Figure 1. The metal 3 layer.
(3 px per um)
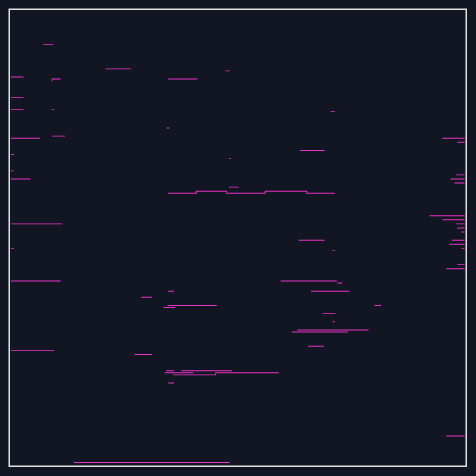
Figure 2. Cell sizes after repair.
(3 px per um)
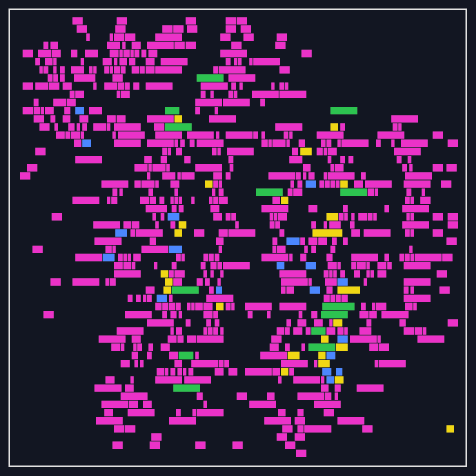
Figure 3. Wiring heat map.
(2 px per um) 30 x 30 tiles, from black (low) to pale yellow (high), scaled to the fullest tile. Values are wire area over tile area, all layers added.
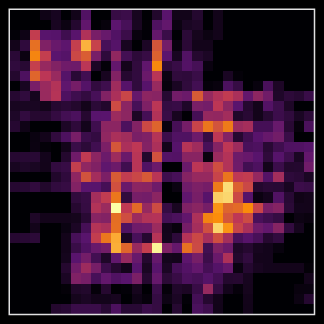
File: src/rtl/bg_sub_pkg.sv
// Shared types and helpers for the background-subtraction statistics block.
package bg_sub_pkg;

  typedef enum logic [1:0] {
    IDLE  = 2'd0,
    ACCUM = 2'd1,
    DONE  = 2'd2
  } state_e;

  localparam int DEF_PIX_W = 5;
  localparam int DEF_ACC_W = 20;
  localparam int DEF_CNT_W = 17;

  // Add two values, clamping at the all-ones value of a 'width'-bit field (width < 32).
  function automatic logic [31:0] sat_add(input logic [31:0] acc, input logic [31:0] inc,
                                          input int unsigned width);
    logic [32:0] sum;
    logic [32:0] max_v;
    sum   = {1'b0, acc} + {1'b0, inc};
    max_v = (33'd1 << width) - 33'd1;
    if (sum > max_v) begin
      sat_add = max_v[31:0];
    end else begin
      sat_add = sum[31:0];
    end
  endfunction

  // True when the same addition had to clamp.
  function automatic logic sat_hit(input logic [31:0] acc, input logic [31:0] inc,
                                   input int unsigned width);
    logic [32:0] sum;
    logic [32:0] max_v;
    sum     = {1'b0, acc} + {1'b0, inc};
    max_v   = (33'd1 << width) - 33'd1;
    sat_hit = (sum > max_v);
  endfunction

endpackage

File: src/rtl/bg_subtract_stats_if.sv
// Pixel-in / result-out bundle of the background-subtraction statistics block.
interface bg_subtract_stats_if
  import bg_sub_pkg::*;
#(
  parameter int PIX_W = DEF_PIX_W,
  parameter int ACC_W = DEF_ACC_W,
  parameter int CNT_W = DEF_CNT_W
);
  logic             pix_valid;
  logic             sof;
  logic             eof;
  logic             bg_mode;
  logic [PIX_W-1:0] current_frame;
  logic [PIX_W-1:0] reference_frame;
  logic             out_valid;
  logic [PIX_W-1:0] diff_out;
  logic             fg_mask;
  logic [PIX_W-1:0] bg_out;
  logic             frame_done;
  logic [ACC_W-1:0] frame_sum;
  logic [CNT_W-1:0] fg_count;
  logic             motion;
  logic             sat;
  logic             frame_abort;

  modport master (
    output pix_valid, sof, eof, bg_mode, current_frame, reference_frame,
    input  out_valid, diff_out, fg_mask, bg_out, frame_done, frame_sum, fg_count,
           motion, sat, frame_abort
  );

  modport slave (
    input  pix_valid, sof, eof, bg_mode, current_frame, reference_frame,
    output out_valid, diff_out, fg_mask, bg_out, frame_done, frame_sum, fg_count,
           motion, sat, frame_abort
  );
endinterface

File: src/rtl/bg_abs_diff.sv
// Stage 1: registered |cur - ref|, foreground threshold and selective background update.
module bg_abs_diff #(
  parameter int PIX_W  = 5,
  parameter int THRESH = 4
) (
  input  logic             clk,
  input  logic             rst_n,
  input  logic             pix_valid,
  input  logic             sof,
  input  logic             eof,
  input  logic             bg_mode,
  input  logic [PIX_W-1:0] cur_pix,
  input  logic [PIX_W-1:0] ref_pix,
  output logic             out_valid,
  output logic             sof_q,
  output logic             eof_q,
  output logic             fg_mask,
  output logic [PIX_W-1:0] diff_out,
  output logic [PIX_W-1:0] bg_out
);
  localparam logic [PIX_W:0]   THRESH_W = THRESH[PIX_W:0];
  localparam logic [PIX_W-1:0] ONE_W    = {{(PIX_W-1){1'b0}}, 1'b1};

  logic [PIX_W:0]   delta_s;
  logic [PIX_W:0]   mag_s;
  logic [PIX_W-1:0] diff_s;
  logic [PIX_W-1:0] bg_s;
  logic             fg_s;

  // Difference and background step; +1/-1 only when cur differs, so it never wraps.
  always_comb begin
    delta_s = {1'b0, cur_pix} - {1'b0, ref_pix};
    if (delta_s[PIX_W]) begin
      mag_s = (~delta_s) + {{PIX_W{1'b0}}, 1'b1};
    end else begin
      mag_s = delta_s;
    end
    diff_s = mag_s[PIX_W-1:0];
    fg_s   = ({1'b0, diff_s} > THRESH_W);
    if (!bg_mode || fg_s) begin
      bg_s = ref_pix;
    end else if (cur_pix > ref_pix) begin
      bg_s = ref_pix + ONE_W;
    end else if (cur_pix < ref_pix) begin
      bg_s = ref_pix - ONE_W;
    end else begin
      bg_s = ref_pix;
    end
  end

  // Stage-1 pipeline register; frame markers travel with their pixel.
  always_ff @(posedge clk or negedge rst_n) begin
    if (!rst_n) begin
      out_valid <= 1'b0;
      sof_q     <= 1'b0;
      eof_q     <= 1'b0;
      fg_mask   <= 1'b0;
      diff_out  <= '0;
      bg_out    <= '0;
    end else begin
      out_valid <= pix_valid;
      sof_q     <= pix_valid & sof;
      eof_q     <= pix_valid & eof;
      fg_mask   <= fg_s;
      diff_out  <= diff_s;
      bg_out    <= bg_s;
    end
  end
endmodule

File: src/rtl/bg_subtract_stats.sv
// Background subtraction with per-frame difference sum, foreground count and motion flag.
module bg_subtract_stats
  import bg_sub_pkg::*;
#(
  parameter int PIX_W      = DEF_PIX_W,
  parameter int ACC_W      = DEF_ACC_W,
  parameter int CNT_W      = DEF_CNT_W,
  parameter int THRESH     = 4,
  parameter int MOTION_MIN = 64
) (
  input logic            pclk,
  input logic            reset,
  bg_subtract_stats_if.slave bus
);
  localparam logic [31:0] MOTION_MIN_W = MOTION_MIN;

  logic             s1_valid_s, s1_sof_s, s1_eof_s, s1_fg_s;
  logic [PIX_W-1:0] s1_diff_s, s1_bg_s;

  state_e           state_r, state_n;
  logic [ACC_W-1:0] run_sum_r, sum_n, frame_sum_r;
  logic [CNT_W-1:0] run_cnt_r, cnt_n, fg_count_r;
  logic             run_sat_r, rsat_n, sat_r, motion_r;
  logic             frame_done_r, frame_abort_r;
  logic             accept_s, start_s, abort_n, done_n, base_sat_s, sum_ovf_s, cnt_ovf_s;
  logic [31:0]      base_sum_s, base_cnt_s, add_sum_s, add_cnt_s;
  logic             unused_hi_s;

  bg_abs_diff #(.PIX_W(PIX_W), .THRESH(THRESH)) u_abs_diff (
    .clk(pclk), .rst_n(reset),
    .pix_valid(bus.pix_valid), .sof(bus.sof), .eof(bus.eof), .bg_mode(bus.bg_mode),
    .cur_pix(bus.current_frame), .ref_pix(bus.reference_frame),
    .out_valid(s1_valid_s), .sof_q(s1_sof_s), .eof_q(s1_eof_s),
    .fg_mask(s1_fg_s), .diff_out(s1_diff_s), .bg_out(s1_bg_s)
  );

  // Frame FSM; DONE behaves like IDLE so a frame may start the cycle after eof.
  always_comb begin
    state_n  = state_r;
    accept_s = 1'b0;
    start_s  = 1'b0;
    abort_n  = 1'b0;
    case (state_r)
      IDLE, DONE: begin
        if (s1_valid_s && s1_sof_s) begin
          accept_s = 1'b1;
          start_s  = 1'b1;
          state_n  = s1_eof_s ? DONE : ACCUM;
        end else begin
          state_n = IDLE;
        end
      end
      ACCUM: begin
        if (s1_valid_s) begin
          accept_s = 1'b1;
          start_s  = s1_sof_s;
          abort_n  = s1_sof_s;
          state_n  = s1_eof_s ? DONE : ACCUM;
        end else begin
          state_n = ACCUM;
        end
      end
      default: state_n = IDLE;
    endcase

    base_sum_s = start_s ? 32'd0 : 32'(run_sum_r);
    base_cnt_s = start_s ? 32'd0 : 32'(run_cnt_r);
    base_sat_s = start_s ? 1'b0 : run_sat_r;
    add_sum_s  = sat_add(base_sum_s, 32'(s1_diff_s), ACC_W);
    sum_ovf_s  = sat_hit(base_sum_s, 32'(s1_diff_s), ACC_W);
    add_cnt_s  = sat_add(base_cnt_s, {31'd0, s1_fg_s}, CNT_W);
    cnt_ovf_s  = sat_hit(base_cnt_s, {31'd0, s1_fg_s}, CNT_W);

    if (accept_s) begin
      sum_n  = add_sum_s[ACC_W-1:0];
      cnt_n  = add_cnt_s[CNT_W-1:0];
      rsat_n = base_sat_s | sum_ovf_s | cnt_ovf_s;
    end else begin
      sum_n  = run_sum_r;
      cnt_n  = run_cnt_r;
      rsat_n = run_sat_r;
    end
    done_n = accept_s & s1_eof_s;
  end

  // Upper bits are always zero after clamping to the narrower field.
  assign unused_hi_s = ^{add_sum_s[31:ACC_W], add_cnt_s[31:CNT_W]};

  // State, accumulators and frame results; results latch as the FSM enters DONE.
  always_ff @(posedge pclk or negedge reset) begin
    if (!reset) begin
      state_r       <= IDLE;
      run_sum_r     <= '0;
      run_cnt_r     <= '0;
      run_sat_r     <= 1'b0;
      frame_sum_r   <= '0;
      fg_count_r    <= '0;
      motion_r      <= 1'b0;
      sat_r         <= 1'b0;
      frame_done_r  <= 1'b0;
      frame_abort_r <= 1'b0;
    end else begin
      state_r       <= state_n;
      run_sum_r     <= sum_n;
      run_cnt_r     <= cnt_n;
      run_sat_r     <= rsat_n;
      frame_done_r  <= done_n;
      frame_abort_r <= abort_n;
      if (done_n) begin
        frame_sum_r <= sum_n;
        fg_count_r  <= cnt_n;
        sat_r       <= rsat_n;
        motion_r    <= (32'(cnt_n) >= MOTION_MIN_W);
      end
    end
  end

  assign bus.out_valid   = s1_valid_s;
  assign bus.diff_out    = s1_diff_s;
  assign bus.fg_mask     = s1_fg_s;
  assign bus.bg_out      = s1_bg_s;
  assign bus.frame_done  = frame_done_r;
  assign bus.frame_sum   = frame_sum_r;
  assign bus.fg_count    = fg_count_r;
  assign bus.motion      = motion_r;
  assign bus.sat         = sat_r;
  assign bus.frame_abort = frame_abort_r;
endmodule

File: src/flat_wrapper.sv
// flat-port wrapper written by rule: the top's interface ports become plain ports
module bg_subtract_stats_flat import bg_sub_pkg::*;
#(
  parameter int PIX_W      = DEF_PIX_W,
  parameter int ACC_W      = DEF_ACC_W,
  parameter int CNT_W      = DEF_CNT_W,
  parameter int THRESH     = 4,
  parameter int MOTION_MIN = 64
)
  (pclk, reset, bus_pix_valid, bus_sof, bus_eof, bus_bg_mode, bus_current_frame, bus_reference_frame, bus_out_valid, bus_diff_out, bus_fg_mask, bus_bg_out, bus_frame_done, bus_frame_sum, bus_fg_count, bus_motion, bus_sat, bus_frame_abort);
  bg_subtract_stats_if #(.PIX_W(PIX_W), .ACC_W(ACC_W), .CNT_W(CNT_W)) bus_i ();
  input logic pclk;
  input logic reset;
  input wire logic [$bits(bus_i.pix_valid)-1:0] bus_pix_valid;
  input wire logic [$bits(bus_i.sof)-1:0] bus_sof;
  input wire logic [$bits(bus_i.eof)-1:0] bus_eof;
  input wire logic [$bits(bus_i.bg_mode)-1:0] bus_bg_mode;
  input wire logic [$bits(bus_i.current_frame)-1:0] bus_current_frame;
  input wire logic [$bits(bus_i.reference_frame)-1:0] bus_reference_frame;
  output wire logic [$bits(bus_i.out_valid)-1:0] bus_out_valid;
  output wire logic [$bits(bus_i.diff_out)-1:0] bus_diff_out;
  output wire logic [$bits(bus_i.fg_mask)-1:0] bus_fg_mask;
  output wire logic [$bits(bus_i.bg_out)-1:0] bus_bg_out;
  output wire logic [$bits(bus_i.frame_done)-1:0] bus_frame_done;
  output wire logic [$bits(bus_i.frame_sum)-1:0] bus_frame_sum;
  output wire logic [$bits(bus_i.fg_count)-1:0] bus_fg_count;
  output wire logic [$bits(bus_i.motion)-1:0] bus_motion;
  output wire logic [$bits(bus_i.sat)-1:0] bus_sat;
  output wire logic [$bits(bus_i.frame_abort)-1:0] bus_frame_abort;
  assign bus_i.pix_valid = bus_pix_valid;
  assign bus_i.sof = bus_sof;
  assign bus_i.eof = bus_eof;
  assign bus_i.bg_mode = bus_bg_mode;
  assign bus_i.current_frame = bus_current_frame;
  assign bus_i.reference_frame = bus_reference_frame;
  assign bus_out_valid = bus_i.out_valid;
  assign bus_diff_out = bus_i.diff_out;
  assign bus_fg_mask = bus_i.fg_mask;
  assign bus_bg_out = bus_i.bg_out;
  assign bus_frame_done = bus_i.frame_done;
  assign bus_frame_sum = bus_i.frame_sum;
  assign bus_fg_count = bus_i.fg_count;
  assign bus_motion = bus_i.motion;
  assign bus_sat = bus_i.sat;
  assign bus_frame_abort = bus_i.frame_abort;
  bg_subtract_stats #(.PIX_W(PIX_W), .ACC_W(ACC_W), .CNT_W(CNT_W), .THRESH(THRESH), .MOTION_MIN(MOTION_MIN)) u_core (.pclk(pclk), .reset(reset), .bus(bus_i));
endmodule
File: config.mk
export PLATFORM = sky130hd
export DESIGN_NAME = bg_subtract_stats_flat
export DESIGN_NICKNAME = d
export VERILOG_FILES = /design/src/rtl/bg_sub_pkg.sv /design/src/rtl/bg_subtract_stats_if.sv /design/src/rtl/bg_abs_diff.sv /design/src/rtl/bg_subtract_stats.sv /design/src/flat_wrapper.sv
export SDC_FILE = /design/constraint.sdc
export NUM_CORES = 1
export LEC_CHECK = 0
export CORE_MARGIN = 2
export CORE_UTILIZATION = 25
export CTS_CLUSTER_DIAMETER = 150
export DETAILED_ROUTE_END_ITERATION = 7
export HOLD_SLACK_MARGIN = 0.05
export PLACE_DENSITY = 0.43
export SYNTH_ARGS = -nofsm -noshare
export SYNTH_HDL_FRONTEND = slang
export SYNTH_SLANG_ARGS = --single-unit
File: constraint.sdc
create_clock -name pclk -period 4.4 [get_ports pclk]
set_clock_uncertainty 0.15 [all_clocks]
set_input_delay 0.66 -clock pclk [delete_from_list [all_inputs] [get_ports pclk]]
set_output_delay 0.66 -clock pclk [all_outputs]
set_load 0.1 [all_outputs]
==> results_slide.txt <==
Run Summary

Yosys
  – Synth cell types: 84
  – Library cell with the highest instance count after synthesis: dfrtp_1
  – Total standard cell area after synthesis: 5470 sq um
  – Number of standard cells after synthesis: 599
  – Top cells by area, synth: dfrtp_1 (43%), o21ai_0 (6.0%), nand2_1 (5.3%), ha_1 (3.7%), xnor2_1 (3.4%)
  – Post-synth regs: 95
  – Post-synth top area cell: dfrtp_1
  – Fraction of the yosys area taken by sequential cells: 43.5%
  – Area share of the largest cell type after synthesis: 43.5%
  – Post-synthesis chip area from yosys: 5470 sq um
  – Mean instance size in the synthesized netlist: 9.13 sq um
  – Total nets after synthesis: 633
  – Yosys warns: 0

Setup path
  – CP most frequent cell: ha_1
  – Worst endpoint data arrival time: 3900 ps
  – Sort of element at the end of the critical path: flop
  – Kind of critical path: reg2reg
  – Library cell contributing the largest single delay on the critical path: or4_1
  – Worst-path cell chain: and2_2 -> nand2_1 -> and2_1 -> ha_1 -> ha_1 -> nand3_2 -> nor2_1 -> a41oi_1 -> o22a_1 -> or4_1 -> o32a_1

Clock network
  – Max Buffers Root-to-Sink: 2
  – Deepest level of the CTS H-tree: 3
  – Cells resized by post-CTS repair: 0
  – Total clock buffers created by CTS: 9
  – TritonCTS sink count: 95
  – Register clock-pin slew on the reported worst setup and hold paths: 70 ps
  – Number of buffers inserted by hold repair at cts: 0

Pwr
  – Worst supply voltage drop on vdd: 0.000251 V
  – Overall power: 3.79 mW
  – Power per cell area: 565 nW/um^2
  – Clock power share: 22.4%
  – Combinational Power Share: 46.7%

Run status
  – Outcome: complete, no violations

Cells and area
  – Fin util: 31.0%
  – Most numerous logic cells after layout: dfrtp_1 (95), nand2_1 (77), clkdlybuf4s50_1 (67), o21ai_0 (65), nor2_1 (38)
  – Share of post-route cells with drive strength above 1: 8.52%
  – Final #Nets: 686
  – Most common library cell in the layout ignoring fill and taps: dfrtp_1
  – Final antenna diode count: 0
  – Fill cell instance count of the final layout: 2260

Placed design
  – Post-DP HPWL: 10.7 mm
  – Buffers added on ports: 68

Timing
  – Max-slew violation count: 0
  – Worst slew margin: 32.6%
  – Maximum achievable frequency: 263 MHz
  – Post-route setup TNS: 0 ps
  – Final number of setup-violating endpoints: 0

Die
  – Initial cell density of the core: 25.3%
  – Boundary Pins: 69
  – DIE WIDTH: 152 um

Global route
  – Via count of the first global-routing pass: 4457
  – Number of antenna violations at the first check in global routing: 0
  – Largest net degree at the start of global routing: 76
  – Total gr overflow: 0
  – Wire length of the first global-routing pass: 24.5 mm

Job
  – OpenROAD warning count: 28
About Figure 1:
The layer holds 3.2% of the routed length. The layer carries 483 um of wire. The wires run mostly horizontal.
total wirelength of the detailed-routed design: 15.0 mm
vias: 4615
GR Layer Usage met3: 1.97%

About Figure 2:
Key: magenta = drive 1 or less [cells 601, share 91%]; green = drive 6 and up [cells 13, share 2.0%]; blue = drive 2 [cells 19, share 2.9%]; yellow = drive 3 to 4 [cells 24, share 3.7%]
least setup slack across all paths after layout: 596 ps
area overhead of the layout relative to synthesis: 22.7%
final standard cell area without fillers: 6710 sq um
Signal buffers: 79

About Figure 3:
8.9% of the tiles are over half the peak. The mean over all tiles is 0.10. The fullest tile reaches 0.53. The densest ninth of the die: middle.
overall routing resource usage: 13.2%
detail-routed net length per standard cell: 16.0 um

-- power groups by stage --
stage                     combinational (mW)  clock (mW)  sequential [mW]
after floorplan                        0.543           0             1.97
after global placement                  1.78           0             1.19
after detailed placement                1.79           0             1.19
after CTS                               1.79       0.870             1.18
after global routing                    1.89       0.908             1.20
final                                   1.77       0.848             1.17
-- sequential cells by signal (all words and copies together), names as in the netlist --
signal and cells:
u_core.bus.frame_sum 20, u_core.run_sum_r 20, u_core.bus.fg_count 17, u_core.run_cnt_r 17
u_core.u_abs_diff.bg_out 5, u_core.u_abs_diff.diff_out 5, u_core.state_r 2, u_core.bus.frame_abort 1
u_core.bus.frame_done 1, u_core.bus.motion 1, u_core.bus.sat 1, u_core.run_sat_r 1
u_core.u_abs_diff.eof_q 1, u_core.u_abs_diff.fg_mask 1, u_core.u_abs_diff.out_valid 1, u_core.u_abs_diff.sof_q 1
-- final timing paths --
kind,depth (start not counted),startpoint,slack (ps),endpoint
setup / recovery,11,u_core.u_abs_diff.out_valid$_DFF_PN0_,600,u_core.bus.motion$_DFFE_PN0P_
hold / removal,1,reset,320,u_core.bus.frame_abort$_DFF_PN0_
setup reg to reg,11,u_core.u_abs_diff.out_valid$_DFF_PN0_,600,u_core.bus.motion$_DFFE_PN0P_
hold reg to reg,1,u_core.u_abs_diff.eof_q$_DFF_PN0_,320,u_core.state_r[0]$_DFF_PN0_
max in group asynchronous,2,reset,2920,u_core.bus.frame_sum[4]$_DFFE_PN0P_
min in group pclk,1,u_core.u_abs_diff.eof_q$_DFF_PN0_,320,u_core.state_r[0]$_DFF_PN0_
-- cell families (layout without fill, tap and decap cells) --
logic type,after synthesis,count (layout),synth area share (%)
flops,95,95,43.5
compound gates,183,183,21.9
buf+inv,63,121,5.22
xor+xnor,29,29,4.65
fa+ha+maj,18,18,4.39
mux,6,6,1.14
simple gates,205,205,19.2
-- metrics by stage --
| step | std cells | setup slack (ps) | instance area [sq um] | hold WS, ps |
|---|---|---|---|---|
| floorplan | 599 | 26.6 | 5470 | 214 |
| global placement | 921 | 536 | 6390 | 309 |
| detailed placement | 921 | 493 | 6390 | 316 |
| CTS | 937 | 571 | 6710 | 331 |
| global route | 937 | 374 | 6710 | 358 |
| finish | 937 | 596 | 6710 | 321 |
-- layout make-up --
| cell class | count | area [sq um] | area share [%] |
|---|---|---|---|
| sequential | 95 | 2380 | 35.4 |
| multi-input combinational | 441 | 2800 | 41.8 |
| timing repair buffer | 79 | 761 | 11.3 |
| inverter | 26 | 97.6 | 1.45 |
| clock inverter | 4 | 52.6 | 0.783 |
| clock buffer | 12 | 267 | 3.97 |
| tap | 280 | 350 | 5.22 |
-- worst max-delay path, delay by kind of cell (launching register included) --
family / cells / cell delay [ps]
and+or+nand+nor: 6 / 1910
adders and majority gates: 2 / 450
AOI/OAI and AO/OA: 3 / 740
DFF: 1 / 420
-- metal layers --
layer	global-route usage [%]	up-vias	part of all wire [%]
li1	-	2250	-
met1	17.2	2261	46
met2	21.7	85	48
met3	1.97	19	3.2
met4	6.10	0	2.4
met5	0	-	0
Power is estimated from default activity; no workload was simulated.
